**config.mk**
```make
export PLATFORM = sky130hd
export DESIGN_NAME = cp0_regfile
export DESIGN_NICKNAME = d
export VERILOG_FILES = /design/src/rtl/cp0_regfile.sv
export SDC_FILE = /design/constraint.sdc
export NUM_CORES = 1
export LEC_CHECK = 0
export ABC_AREA = 1
export CAP_MARGIN = 20
export CORE_MARGIN = 2
export CORE_UTILIZATION = 40
export CTS_CLUSTER_DIAMETER = 40
export DETAILED_ROUTE_END_ITERATION = 6
export PLACE_DENSITY = 0.72
export SETUP_SLACK_MARGIN = 0.2
export SYNTH_ARGS = -nofsm -noshare
export SYNTH_HDL_FRONTEND = slang
export SYNTH_SLANG_ARGS = --single-unit
```
**constraint.sdc**
```tcl
create_clock -name clk -period 2.6 [get_ports clk]
set_input_delay 0.78 -clock clk [delete_from_list [all_inputs] [get_ports clk]]
set_output_delay 0.78 -clock clk [all_outputs]
set_load 0.01 [all_outputs]
```
**src/rtl/cp0_regfile.sv**
```systemverilog
// -----------------------------------------------------------------------------
// cp0_regfile -- CP0 system-control register file.
//
// Serves MFC0 reads / MTC0 writes from the WB stage, takes exception and ERET
// commits from WB, runs the Count/Compare timer and raises the interrupt
// request seen by the pipeline.
//
// Register map (wb_addr = {rd[4:0], sel[2:0]}, only sel==0 decoded):
//   8 BadVAddr (RO)   9 Count   11 Compare   12 Status   13 Cause   14 EPC
//   With CP0_TLB_REGS_EN: 0 Index, 2 EntryLo0, 3 EntryLo1, 10 EntryHi
//
// Optional feature macro: CP0_TLB_REGS_EN (adds the TLB registers and ports).
//
// Ports:
//   clk, resetn              clock, asynchronous active-low reset
//   wb_we/wb_addr/wb_wdata   MTC0 write strobe, address, data
//   wb_rdata                 MFC0 read data (combinational)
//   ex_valid/ex_exccode/ex_bd/ex_pc/ex_badvaddr   exception commit
//   eret                     ERET commit
//   ext_int[5:0]             hardware interrupt lines
//   epc_out, exc_target      ERET target, exception vector
//   status_exl, int_req      Status.EXL, pending-and-enabled interrupt
//   (TLB build) tlbp_*, tlbr_*, index_out, entryhi_out, entrylo0/1_out
// -----------------------------------------------------------------------------
module cp0_regfile #(
  parameter logic [31:0] EXC_BASE = 32'hBFC0_0380,
  parameter int          ERET_CHK = 1
) (
  input  logic        clk,
  input  logic        resetn,
  input  logic        wb_we,
  input  logic [7:0]  wb_addr,
  input  logic [31:0] wb_wdata,
  output logic [31:0] wb_rdata,
  input  logic        ex_valid,
  input  logic [4:0]  ex_exccode,
  input  logic        ex_bd,
  input  logic [31:0] ex_pc,
  input  logic [31:0] ex_badvaddr,
  input  logic        eret,
  input  logic [5:0]  ext_int,
`ifdef CP0_TLB_REGS_EN
  input  logic        tlbp_valid,
  input  logic [31:0] tlbp_result,
  input  logic        tlbr_valid,
  input  logic [31:0] tlbr_hi,
  input  logic [31:0] tlbr_lo0,
  input  logic [31:0] tlbr_lo1,
  output logic [31:0] index_out,
  output logic [31:0] entryhi_out,
  output logic [31:0] entrylo0_out,
  output logic [31:0] entrylo1_out,
`endif
  output logic [31:0] epc_out,
  output logic [31:0] exc_target,
  output logic        status_exl,
  output logic        int_req
);

  localparam logic [4:0] EXCCODE_MOD  = 5'd1;
  localparam logic [4:0] EXCCODE_TLBL = 5'd2;
  localparam logic [4:0] EXCCODE_TLBS = 5'd3;
  localparam logic [4:0] EXCCODE_ADEL = 5'd4;
  localparam logic [4:0] EXCCODE_ADES = 5'd5;

  localparam logic [4:0] RD_INDEX    = 5'd0;
  localparam logic [4:0] RD_ENTRYLO0 = 5'd2;
  localparam logic [4:0] RD_ENTRYLO1 = 5'd3;
  localparam logic [4:0] RD_BADVADDR = 5'd8;
  localparam logic [4:0] RD_COUNT    = 5'd9;
  localparam logic [4:0] RD_ENTRYHI  = 5'd10;
  localparam logic [4:0] RD_COMPARE  = 5'd11;
  localparam logic [4:0] RD_STATUS   = 5'd12;
  localparam logic [4:0] RD_CAUSE    = 5'd13;
  localparam logic [4:0] RD_EPC      = 5'd14;

  // ---------------------------------------------------------------------------
  // State
  // ---------------------------------------------------------------------------
  logic [7:0]  status_im;
  logic        status_exl_q;
  logic        status_ie;
  logic        cause_bd;
  logic        cause_ti;
  logic [1:0]  cause_ip_sw;
  logic [4:0]  cause_exccode;
  logic [31:0] count;
  logic        tick;
  logic [31:0] compare;
  logic [31:0] epc;
  logic [31:0] badvaddr;

  // ---------------------------------------------------------------------------
  // Write decode
  // ---------------------------------------------------------------------------
  logic [4:0] wr_rd;
  logic       wr_sel0;
  logic       we_count, we_compare, we_status, we_cause, we_epc;

  assign wr_rd      = wb_addr[7:3];
  assign wr_sel0    = wb_we && (wb_addr[2:0] == 3'd0);
  assign we_count   = wr_sel0 && (wr_rd == RD_COUNT);
  assign we_compare = wr_sel0 && (wr_rd == RD_COMPARE);
  assign we_status  = wr_sel0 && (wr_rd == RD_STATUS);
  assign we_cause   = wr_sel0 && (wr_rd == RD_CAUSE);
  assign we_epc     = wr_sel0 && (wr_rd == RD_EPC);

  logic        bva_update;
  logic        epc_update;
  logic [31:0] ex_epc;

`ifdef CP0_TLB_REGS_EN
  logic is_tlb_exc;
  assign is_tlb_exc = (ex_exccode == EXCCODE_MOD)  || (ex_exccode == EXCCODE_TLBL) ||
                      (ex_exccode == EXCCODE_TLBS);
  assign bva_update = ex_valid && (is_tlb_exc || ex_exccode == EXCCODE_ADEL ||
                                   ex_exccode == EXCCODE_ADES);
`else
  assign bva_update = ex_valid && (ex_exccode == EXCCODE_ADEL || ex_exccode == EXCCODE_ADES);
`endif

  // EPC and BD are only captured for the first exception; nested ones
  // (taken while EXL is set) must keep the original return point.
  assign epc_update = ex_valid && !status_exl_q;
  assign ex_epc     = ex_bd ? (ex_pc - 32'd4) : ex_pc;

  // ---------------------------------------------------------------------------
  // Status / Cause / EPC / BadVAddr
  // ---------------------------------------------------------------------------
  // NOTE: state is updated only with non-blocking assignments; within one block
  // the last assignment wins, which is used below to express priority
  // (MTC0 first, then ERET, then exception overriding both).
  always_ff @(posedge clk or negedge resetn) begin
    if (!resetn) begin
      status_im     <= 8'd0;
      status_exl_q  <= 1'b0;
      status_ie     <= 1'b0;
      cause_bd      <= 1'b0;
      cause_ip_sw   <= 2'd0;
      cause_exccode <= 5'd0;
      epc           <= 32'd0;
      badvaddr      <= 32'd0;
    end else begin
      if (we_status) begin
        status_im    <= wb_wdata[15:8];
        status_exl_q <= wb_wdata[1];
        status_ie    <= wb_wdata[0];
      end
      if (we_cause)
        cause_ip_sw <= wb_wdata[9:8];
      if (we_epc && !epc_update)
        epc <= wb_wdata;

      if (eret)
        status_exl_q <= 1'b0;

      if (ex_valid) begin
        status_exl_q  <= 1'b1;
        cause_exccode <= ex_exccode;
      end
      if (epc_update) begin
        epc      <= ex_epc;
        cause_bd <= ex_bd;
      end
      if (bva_update)
        badvaddr <= ex_badvaddr;
    end
  end

  // ---------------------------------------------------------------------------
  // Count / Compare timer. Count advances every other cycle (when tick is 1).
  // ---------------------------------------------------------------------------
  logic [31:0] count_plus1;
  logic        ti_set;

  assign count_plus1 = count + 32'd1;
  assign ti_set      = we_count ? (wb_wdata == compare)
                                : (tick && (count_plus1 == compare));

  always_ff @(posedge clk or negedge resetn) begin
    if (!resetn) begin
      count    <= 32'd0;
      tick     <= 1'b0;
      compare  <= 32'd0;
      cause_ti <= 1'b0;
    end else begin
      tick <= ~tick;
      if (we_count) begin
        count <= wb_wdata;
        tick  <= 1'b0;
      end else if (tick) begin
        count <= count_plus1;
      end

      if (we_compare)
        compare <= wb_wdata;

      // A Compare write acknowledges the timer interrupt and beats a
      // simultaneous match.
      if (we_compare)
        cause_ti <= 1'b0;
      else if (ti_set)
        cause_ti <= 1'b1;
    end
  end

  // ---------------------------------------------------------------------------
  // Optional TLB registers
  // ---------------------------------------------------------------------------
`ifdef CP0_TLB_REGS_EN
  localparam logic [31:0] INDEX_SW_MASK   = 32'h0000_000F;
  localparam logic [31:0] INDEX_TLBP_MASK = 32'h8000_000F;
  localparam logic [31:0] ENTRYLO_MASK    = 32'h03FF_FFFF;
  localparam logic [31:0] ENTRYHI_MASK    = 32'hFFFF_E0FF;

  logic [31:0] index_q, entrylo0, entrylo1, entryhi;
  logic        we_index, we_entrylo0, we_entrylo1, we_entryhi;

  assign we_index    = wr_sel0 && (wr_rd == RD_INDEX);
  assign we_entrylo0 = wr_sel0 && (wr_rd == RD_ENTRYLO0);
  assign we_entrylo1 = wr_sel0 && (wr_rd == RD_ENTRYLO1);
  assign we_entryhi  = wr_sel0 && (wr_rd == RD_ENTRYHI);

  always_ff @(posedge clk or negedge resetn) begin
    if (!resetn) begin
      index_q  <= 32'd0;
      entrylo0 <= 32'd0;
      entrylo1 <= 32'd0;
      entryhi  <= 32'd0;
    end else begin
      if (we_index)    index_q  <= wb_wdata & INDEX_SW_MASK;
      if (we_entrylo0) entrylo0 <= wb_wdata & ENTRYLO_MASK;
      if (we_entrylo1) entrylo1 <= wb_wdata & ENTRYLO_MASK;
      if (we_entryhi)  entryhi  <= wb_wdata & ENTRYHI_MASK;

      if (tlbp_valid)
        index_q <= tlbp_result & INDEX_TLBP_MASK;
      if (tlbr_valid) begin
        entryhi  <= tlbr_hi  & ENTRYHI_MASK;
        entrylo0 <= tlbr_lo0 & ENTRYLO_MASK;
        entrylo1 <= tlbr_lo1 & ENTRYLO_MASK;
      end

      if (ex_valid && is_tlb_exc)
        entryhi[31:13] <= ex_badvaddr[31:13];
    end
  end

  assign index_out    = index_q;
  assign entryhi_out  = entryhi;
  assign entrylo0_out = entrylo0;
  assign entrylo1_out = entrylo1;
`endif

  // ---------------------------------------------------------------------------
  // Read-side views
  // ---------------------------------------------------------------------------
  logic [7:0]  cause_ip;
  logic [31:0] status_rd, cause_rd;

  // IP[15] shares the top hardware line with the timer interrupt.
  assign cause_ip  = {ext_int[5] | cause_ti, ext_int[4:0], cause_ip_sw};
  assign status_rd = {9'd0, 1'b1, 6'd0, status_im, 6'd0, status_exl_q, status_ie};
  assign cause_rd  = {cause_bd, cause_ti, 14'd0, cause_ip, 1'b0, cause_exccode, 2'b00};

  // NOTE: every output of this block gets a default first so no latch is inferred.
  always_comb begin
    wb_rdata = 32'd0;
    if (wb_addr[2:0] == 3'd0) begin
      case (wb_addr[7:3])
        RD_BADVADDR: wb_rdata = badvaddr;
        RD_COUNT:    wb_rdata = count;
        RD_COMPARE:  wb_rdata = compare;
        RD_STATUS:   wb_rdata = status_rd;
        RD_CAUSE:    wb_rdata = cause_rd;
        RD_EPC:      wb_rdata = epc;
`ifdef CP0_TLB_REGS_EN
        RD_INDEX:    wb_rdata = index_q;
        RD_ENTRYLO0: wb_rdata = entrylo0;
        RD_ENTRYLO1: wb_rdata = entrylo1;
        RD_ENTRYHI:  wb_rdata = entryhi;
`endif
        default:     wb_rdata = 32'd0;
      endcase
    end
  end

  assign epc_out    = epc;
  assign exc_target = EXC_BASE;
  assign status_exl = status_exl_q;
  assign int_req    = status_ie && !status_exl_q && (|(cause_ip & status_im));

  // Simulation-only guard: WB should never commit ERET and an exception together.
  generate
    if (ERET_CHK != 0) begin : g_eret_chk
      always_ff @(posedge clk) begin
        if (resetn)
          assert (!(eret && ex_valid));
      end
    end
  endgenerate

endmodule

```
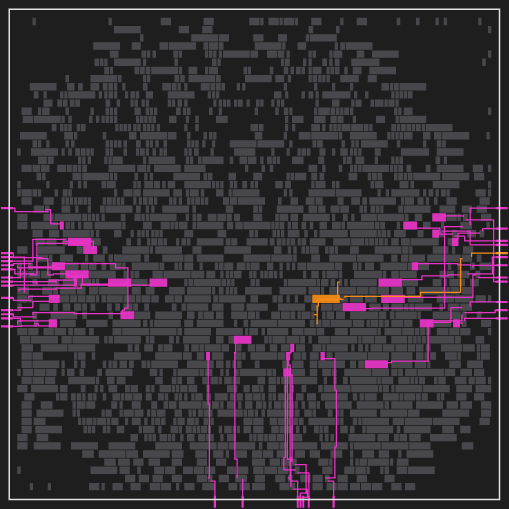
(images/port_trees.png)
Drawn at 3 px/um.
color	port	bits	direction	end cells	buffers	wire
magenta	`wb_rdata`	32	output	32	32	1,190 um
orange	`status_exl`	1	output	1	2	86.5 um
I/O pin cnt: 219
input/output buffers: 186

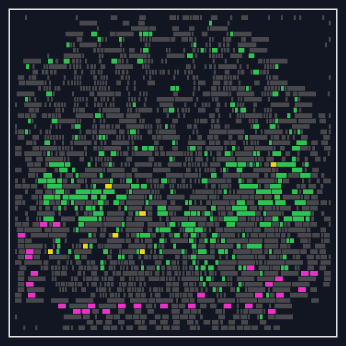
(images/gates.png)
Drawn at 2 px/um.
color	family	cells	most used
green	aoi and oai cells	248	o21ai_0
magenta	mux cells	29	mux2_2
yellow	non-inverting ao/oa cells	7	a21o_1
Top cell excl fill/tap: nand2_1
multi-input logic portion of the cell area: 0.419
non-filler cells, final: 2,067

-- repair_timing --
action / CTS / global route
resized: 297 / 100
setup endpoints to repair: 97 / 74
cloned: 2 / 2
pin swaps: 47 / 48
buffers inserted: 15 / 13
-- worst max-delay path, delay by kind of cell --
kind                   cells  cell delay (ns)
and+or+nand+nor            4             0.56
buffers and inverters      4             0.47
AOI/OAI and AO/OA          2             0.27
-- layout make-up --
cell class | count | area, um^2
timing repair inverter | 3 | 36.3
fill | 2205 | 10000
clock buffer | 17 | 425
tap | 330 | 413
timing repair buffer | 343 | 3250
clock inverter | 15 | 146
sequential | 148 | 3710
multi-input combinational | 1037 | 6270
inverter | 174 | 711
-- sequential cells by signal, summed over array words and instances (netlist names) --
name / flops
tick: 1
status_ie: 1
cause_exccode: 5
cause_ip_sw: 2
cause_ti: 1
count: 32
status_im: 8
badvaddr: 32
status_exl: 1
epc_out: 32
cause_bd: 1
compare: 32
-- cell families after synthesis --
| kind of cell | count (synthesis) |
|---|---|
| flops | 148 |
| buf+inv | 252 |
| simple gates | 670 |
| compound gates | 255 |
| xor+xnor | 49 |
| mux | 29 |
| fa+ha+maj | 2 |
| other cells | 2 |
-- final timing paths --
path	cells after the start	slack, ns	from	endpoint
worst max-delay path	10	-0.28	wb_addr[5]	wb_rdata[2]
worst min register to register	2	0.52	cause_bd	cause_bd
worst max register to register	13	0.30	count[1]	cause_ti
max in group asynchronous	2	1.63	resetn	count[23]
worst min-delay path	1	0.29	resetn	badvaddr[9]
min in group clk	2	0.52	cause_bd	cause_bd
-- metal layers --
layer | up-vias | global-route usage | wire length [um]
met4 | 0 | 0.163 | 2670
li1 | 5269 | - | -
met1 | 5472 | 0.420 | 17600
met3 | 148 | 0.0555 | 3780
met2 | 694 | 0.536 | 20300
met5 | - | 0 | 0
==> impl_metrics.yaml <==
# yosys + openroad results
grt:
  grt_overflow: 0
final_layout:
  diodes: 0
  final_layout_size_suffix_gt1_frac: 0.248
yosys:
  adder_share: 0.00248
  edf_count: 0
  synth_chip_area_um2: 10100
  ys_top_cells_by_count: "nand2_1 (362), inv_1 (163), dfrtp_1 (148)"
  numSynthFlops: 148
run:
  cap_violations: 0
  warnings: 29
floorplan:
  die-area_um2: 26600
  core_area_um2: 25000
setup_path:
  slowest_delay_ns: 0.18
  arrival_ns: 2.10
  path_class: "in -> out"
pwr:
  power_density_nw_per_um2: 587
  pg_comb_mw: 2.84
  switchingPower_mw: 3.47
  clock_power_share: 0.287
  power_leader: "registers"
  sw_frac_of_total: 0.395
route:
  first_iter_violations: 1312
  drtAntennaViolNets: 0
  drc_errors: 2
clock_tree:
  cts_buffer_depth: 2
  clock-sinks: 148
  cts_hold_buf: 0
  clock.latency.late_pin_ns: 0.44
sta:
  worst_slack_ns: -0.281
  period_needed_ns: 2.88
  setup_violations: 32
  hold_viol: 0
place:
  place_inst: 2003
run_status:
  violations: "DRC, setup timing"
  outcome: "complete, but fails checks"
No activity file was given, so power comes from the tool's default toggle rates.
